### Routed clock nets over the placement

The bar under the picture is 20 µm long.
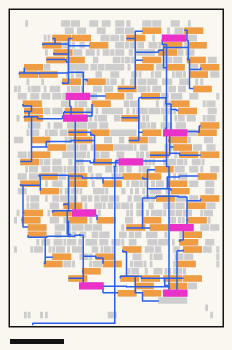
### Close-up of the layout

Region (44, 14) to (74, 44) µm. Cells in grey, sequential cells in the stronger grey; small squares are vias.
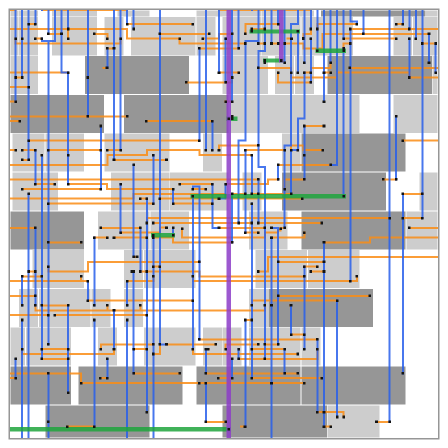
### Clock nets

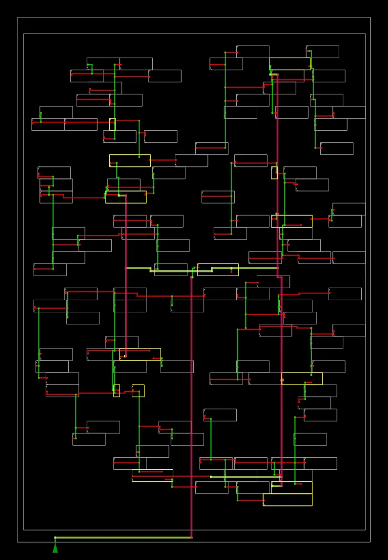
### The metal 2 layer

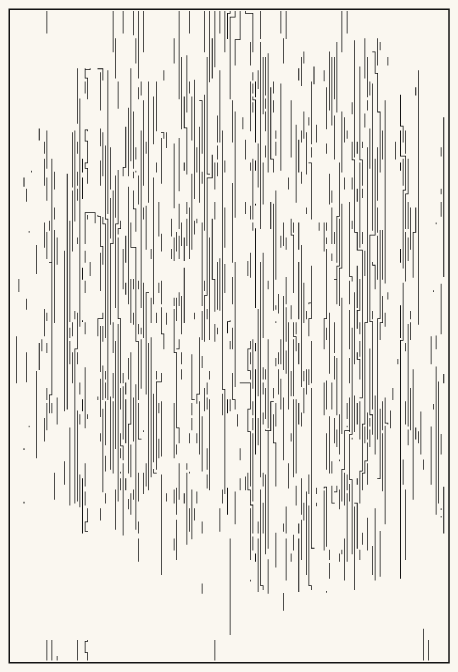
==> config.mk <==
export PLATFORM = sky130hd
export DESIGN_NAME = pwm_core
export DESIGN_NICKNAME = d
export VERILOG_FILES = /design/src/rtl/pwm_core_pkg.sv /design/src/rtl/pwm_counter.sv /design/src/rtl/pwm_core.sv
export SDC_FILE = /design/constraint.sdc
export NUM_CORES = 1
export LEC_CHECK = 0
export ABC_AREA = 0
export CORE_ASPECT_RATIO = 1.5
export CORE_UTILIZATION = 51
export DETAILED_ROUTE_END_ITERATION = 7
export HOLD_SLACK_MARGIN = 0.15
export PLACE_DENSITY = 0.77
export SLEW_MARGIN = 20
export SYNTH_ARGS = -nofsm -noshare
export SYNTH_HDL_FRONTEND = slang
export SYNTH_SLANG_ARGS = --single-unit
export TNS_END_PERCENT = 20
==> constraint.sdc <==
create_clock -name clk -period 2.3 [get_ports clk]
set_input_delay 0.46 -clock clk [delete_from_list [all_inputs] [get_ports clk]]
set_output_delay 0.46 -clock clk [all_outputs]
set_load 0.005 [all_outputs]
==> src/rtl/pwm_core_pkg.sv <==
// rtl/pwm_core_pkg.sv - register map constants and bus helpers for pwm_core
//
// Purpose: word addresses of the PWM register map, CTRL bit indices and the
//          byte-strobe merge used by every writable register.
// Ports:   none (package).
package pwm_core_pkg;

  localparam logic [31:0] REG_CTRL   = 32'd0;
  localparam logic [31:0] REG_PERIOD = 32'd1;
  localparam logic [31:0] REG_DUTY   = 32'd2;
  localparam logic [31:0] REG_COUNT  = 32'd3;
  localparam logic [31:0] REG_STATUS = 32'd4;

  localparam int CTRL_EN  = 0;
  localparam int CTRL_POL = 1;

  // Merge a 32-bit write into the current register image, byte by byte.
  function automatic logic [31:0] apply_wstrb(input logic [31:0] cur,
                                              input logic [31:0] data,
                                              input logic [3:0]  strb);
    logic [31:0] res;
    res = cur;
    for (int b = 0; b < 4; b++) begin
      if (strb[b]) res[8*b +: 8] = data[8*b +: 8];
    end
    return res;
  endfunction

endpackage

==> src/rtl/pwm_counter.sv <==
// rtl/pwm_counter.sv - PWM counter with double-buffered period/duty and compare
//
// Purpose: free-running period counter; active period/duty are reloaded from
//          the programmed values only at a period boundary (or while idle),
//          so mid-period writes never glitch the waveform.
// Ports:
//   clk      in   system clock
//   rst      in   synchronous active-high reset
//   en       in   counter enable (CTRL.EN)
//   pol      in   output inversion (CTRL.POL)
//   period   in   programmed PERIOD (N gives N+1 cycles)
//   duty     in   programmed DUTY (high cycles before inversion)
//   count    out  current counter value
//   boundary out  one-cycle pulse on the last cycle of a period while enabled
//   pwm      out  registered PWM waveform
import pwm_core_pkg::*;

module pwm_counter #(
  parameter int CNT_W = 16
) (
  input  logic             clk,
  input  logic             rst,
  input  logic             en,
  input  logic             pol,
  input  logic [CNT_W-1:0] period,
  input  logic [CNT_W-1:0] duty,
  output logic [CNT_W-1:0] count,
  output logic             boundary,
  output logic             pwm
);

  logic [CNT_W-1:0] cnt_q;
  logic [CNT_W-1:0] per_act;
  logic [CNT_W-1:0] duty_act;
  logic             pwm_q;

  assign boundary = en && (cnt_q == per_act);
  assign count    = cnt_q;
  assign pwm      = pwm_q;

  always_ff @(posedge clk) begin
    if (rst) begin
      cnt_q    <= '0;
      per_act  <= '0;
      duty_act <= '0;
      pwm_q    <= 1'b0;
    end else begin
      // Output lags the counter by one cycle; idle output sits at POL.
      pwm_q <= (en && (cnt_q < duty_act)) ^ pol;
      // While idle the shadows track the programmed values so that enabling
      // starts straight away with fresh settings at cnt=0.
      if (!en || boundary) begin
        per_act  <= period;
        duty_act <= duty;
        cnt_q    <= '0;
      end else begin
        cnt_q <= cnt_q + 1'b1;
      end
    end
  end

endmodule

==> src/rtl/pwm_core.sv <==
// rtl/pwm_core.sv - register-programmable PWM generator on the native valid/ready bus
//
// Purpose: bus decode and programmed registers (CTRL, PERIOD, DUTY, STATUS);
//          waveform generation lives in pwm_counter.
// Optional feature macro: PWM_IRQ_EN (period-end interrupt with W1C STATUS.PEND).
// Ports:
//   clk        in   system clock
//   rst        in   synchronous active-high reset
//   valid      in   bus request
//   address    in   word address
//   wdata      in   write data
//   wstrb      in   byte write strobes, all-zero means read
//   rdata      out  read data, valid with ready
//   ready      out  one-cycle acknowledge, the cycle after valid
//   pwm_output out  PWM waveform
//   irq        out  period-end interrupt (0 when PWM_IRQ_EN is undefined)
import pwm_core_pkg::*;

module pwm_core #(
  parameter int DATA_W = 32,
  parameter int ADDR_W = 3,
  parameter int CNT_W  = 16
) (
  input  logic                clk,
  input  logic                rst,
  input  logic                valid,
  input  logic [ADDR_W-1:0]   address,
  input  logic [DATA_W-1:0]   wdata,
  input  logic [DATA_W/8-1:0] wstrb,
  output logic [DATA_W-1:0]   rdata,
  output logic                ready,
  output logic                pwm_output,
  output logic                irq
);

  logic [1:0]        ctrl_q;
  logic [CNT_W-1:0]  period_q;
  logic [CNT_W-1:0]  duty_q;
  logic [CNT_W-1:0]  count;
  logic              boundary;
  logic              wr;
  logic [31:0]       addr_ext;
  logic [DATA_W-1:0] ctrl_ext, per_ext, duty_ext, cnt_ext, status_ext, rd_val;
  logic [DATA_W-1:0] ctrl_new, per_new, duty_new;
  logic              pend;

  assign wr       = valid && (wstrb != '0);
  assign addr_ext = 32'(address);

`ifdef PWM_IRQ_EN
  logic pend_q;

  // A boundary in the same cycle as a W1C write keeps the flag set.
  always_ff @(posedge clk) begin
    if (rst) begin
      pend_q <= 1'b0;
    end else if (boundary) begin
      pend_q <= 1'b1;
    end else if (wr && addr_ext == REG_STATUS && wstrb[0] && wdata[0]) begin
      pend_q <= 1'b0;
    end
  end

  assign pend = pend_q;
  assign irq  = pend_q;
`else
  assign pend = 1'b0;
  assign irq  = 1'b0;
`endif

  // Registers are zero-extended to the bus width so that strobes and
  // read-back treat every register identically.
  always_comb begin
    ctrl_ext             = '0;
    ctrl_ext[1:0]        = ctrl_q;
    per_ext              = '0;
    per_ext[CNT_W-1:0]   = period_q;
    duty_ext             = '0;
    duty_ext[CNT_W-1:0]  = duty_q;
    cnt_ext              = '0;
    cnt_ext[CNT_W-1:0]   = count;
    status_ext           = '0;
    status_ext[0]        = pend;
    ctrl_new             = apply_wstrb(ctrl_ext, wdata, wstrb);
    per_new              = apply_wstrb(per_ext, wdata, wstrb);
    duty_new             = apply_wstrb(duty_ext, wdata, wstrb);
    case (addr_ext)
      REG_CTRL:   rd_val = ctrl_ext;
      REG_PERIOD: rd_val = per_ext;
      REG_DUTY:   rd_val = duty_ext;
      REG_COUNT:  rd_val = cnt_ext;
      REG_STATUS: rd_val = status_ext;
      default:    rd_val = '0;
    endcase
  end

  always_ff @(posedge clk) begin
    if (rst) begin
      ready    <= 1'b0;
      rdata    <= '0;
      ctrl_q   <= '0;
      period_q <= '0;
      duty_q   <= '0;
    end else begin
      ready <= valid;
      rdata <= (valid && !wr) ? rd_val : '0;
      if (wr) begin
        case (addr_ext)
          REG_CTRL:   ctrl_q   <= ctrl_new[1:0];
          REG_PERIOD: period_q <= per_new[CNT_W-1:0];
          REG_DUTY:   duty_q   <= duty_new[CNT_W-1:0];
          default:    ;
        endcase
      end
    end
  end

  pwm_counter #(.CNT_W(CNT_W)) u_counter (
    .clk      (clk),
    .rst      (rst),
    .en       (ctrl_q[CTRL_EN]),
    .pol      (ctrl_q[CTRL_POL]),
    .period   (period_q),
    .duty     (duty_q),
    .count    (count),
    .boundary (boundary),
    .pwm      (pwm_output)
  );

  // Upper merged bits and (without the interrupt) the boundary pulse are
  // intentionally dropped.
  logic unused_sink;
  assign unused_sink = ^{ctrl_new, per_new, duty_new, boundary};

endmodule

==> results.tsv <==
stage	metric	value	unit
synthesis	Post-synth EDFFs	0	
cells_and_area	nets@finish	573	
synthesis	Yosys cell types	40	
cells_and_area	Area growth syn-to-layout	17.8	%
worst_setup_path	Worst Setup Start Kind	flop	
detailed_routing	metal2 WL	5.17	mm
cells_and_area	Non-clock buffers	62	
synthesis	most frequent cells after synthesis	nor2_1 (101), dfxtp_1 (100), mux2i_1 (66)	
synthesis	Yosys top cell by area	dfxtp_1	
worst_setup_path	Max FO, Critical Path	32	
place	DP Cell Count	611	
cells_and_area	flop share of the area	0.372	
clocking	post-CTS sizing	0	
timing	Final Hold Slack	0.499	ns
synthesis	yosys simple share	0.152	
clocking	Setup Buffers After CTS	0	
worst_setup_path	Buf/Inv on CP	1	
detailed_routing	starting DRC count in detailed routing	153	
synthesis	number of cells in Yosys stat	467	
power	Power Dens Cells	624	mW/mm²
synthesis	Yosys reg bits	100	
synthesis	Seq/Total Area, Yosys	0.438	
worst_setup_path	Worst path depth	6	
synthesis	Ys Warns	0	
clocking	H-tree levels	3	
detailed_routing	Antenna Violating Nets Remaining	0	
die	num rows	41	
worst_setup_path	slowest CP cell	dfxtp_1	
grt	grt peak-use layer	met2	
cells_and_area	logic area	0.00229	mm²
timing	Final Hold Viols	0	
worst_setup_path	cell family with most CP delay	flip-flops	
cells_and_area	# diodes	0	
worst_setup_path	worst path arrival time	2.28	ns
cells_and_area	Non-clock buffers, area share	0.113	
detailed_routing	post-DR vias/cell	5.26	
power	Max IR drop VDD	0.515	mV
grt	largest net degree at the start of global routing	46	
cells_and_area	Largest cell class	logic gates	
synthesis	post-synthesis instance total	467	
synthesis	Post-Syn Area	0.00457	mm²
place	placer congestion estimate	0.847	
hold_path	Worst Hold End	u_counter.duty_act[1]	
timing	Setup TNS	0	ns
worst_setup_path	critical path's largest stage delay	0.44	ns
hold_path	Worst Hold Depth	2	
grt	GR Util met1	0.248	
worst_setup_path	Critical Setup Path Class	flop to flop	
cells_and_area	sequential cell count	100	
timing	unrepaired setup endpoints after global routing	no	
worst_setup_path	Worst EP required	2.52	ns
worst_setup_path	Crit. End Element	flop	
synthesis	ao+oa area frac	0.0438	
die	Well-Tap Cells	107	
power	leakage power	2.45	nW
timing	fin. max-slew vios	0	
synthesis	ys async rst share	0	
grt	GRT Total Usage	0.224	
clocking	count of hold-fix buffers inserted at cts	0	
cells_and_area	combinational gate count	323	
grt	first-pass GRT wire length	15.9	mm
timing	highest clock rate	484	MHz
cells_and_area	clk cell area share	0.0509	
die	die width	79.3	µm
cells_and_area	Non-clk invs	19	
timing	final worst-path cycle share	0.898	
cells_and_area	Commonest Layout Cell	nor2_1	
place	Port Buf Inserts	43	
die	I/O Pins	77	
synthesis	syn avg cell area	9.78	µm²
grt	vias in the first global route	3320	
synthesis	Yosys top cell area share	0.438	
synthesis	Synth logic family	multiplexers	
detailed_routing	highest routed layer	met4	
grt	Overflow after GRT	0	
place	DP HPWL	7.07	mm
synthesis	synth top area cells	dfxtp_1 (44%), mux2i_1 (14%), nor2_1 (8.3%)	
worst_setup_path	Worst Setup SP	u_counter.count[13]	
timing	endpoints failing setup	0	
grt	initial antenna violation count	0	
job	tool warning count	42	
detailed_routing	first-pass detailed-route iteration total	6	
die	Die Height	118	µm
synthesis	Adders+Majority by Area	0.0438	
detailed_routing	WL met1	4.08	mm
clocking	clock transition at the registers of the reported paths	0.06	ns
worst_setup_path	Reg2Reg Setup Slack	0.23	ns
clocking	TritonCTS clock tree	yes	
cells_and_area	final cell count without fillers	625	
hold_path	critical hold path startpoint	u_counter.duty_act[1]	
run_status	outcome	finished, final reports clean	
worst_setup_path	r2r startpoint	u_counter.count[13]	
cells_and_area	Comb/total area	0.426	
worst_setup_path	CP endpoint	u_counter.duty_act[8]	
grt	met3 usage	0.0279	
detailed_routing	met3 routed WL	249	µm
synthesis	top-count cell post-synth	nor2_1	
cells_and_area	Fill cells	714	
About 'Routed clock nets over the placement':
[flip-flops] orange | count: 100
[clock wires] blue | length: 1110 µm
[clock drivers] magenta | count: 9
routed clock nets: 10
flops lie: widely spread
clock latency on the worst-skew pair: 0.34 ns
Setup Skew: 0.00656 ns
Clk pwr share: 0.427

About 'Close-up of the layout':
| layer | colour |
|---|---|
| metal 4 | purple |
| metal 1 | orange |
| metal 2 | blue |
| metal 3 | green |
cells with their middle in the window: 62
netlist names of flops here include: rdata (4), u_counter.count (3), u_counter.duty_act (3)
most frequent: nor2_1 (15), dfxtp_1 (15), mux2i_1 (9)
sequential cells in the window: 15

About 'Clock nets':
number of buffers created by CTS: 9
clk pwr: 0.00143 W
clock buf count: 12
clk sinks: 100

About 'The metal 2 layer':
wire length on this layer: 5170 µm
main direction: vertical
nets with wire on the layer: 478
met2 Usage GRT: 0.397
final wirelength: 9.77 mm
routed vias: 3285

[flip-flops by register name, summed over array words and instances (netlist names)]
name                count
u_counter.pwm           1
u_counter.per_act      16
period_q               16
duty_q                 16
ctrl_q                  2
u_counter.count        16
rdata                  16
ready                   1
u_counter.duty_act     16
[through the flow]
stage	power, W	util	area (µm²)	worst slack, ns
2_1_floorplan	0.00190	-	4630	0.464
3_3_place_gp	0.00196	0.596	5110	0.271
6_report	0.00336	0.628	5380	0.235
3_5_place_dp	0.00196	0.596	5110	0.216
5_1_grt	0.00348	0.628	5380	0.0981
4_1_cts	0.00339	0.628	5380	0.194
[report_power, final]
part | internal [W] | switching, W
Clock | 0.000832 | 0.000602
Combinational | 0.0000818 | 0.0000866
Sequential | 0.00174 | 0.00000905
Power is estimated from default activity; no workload was simulated.
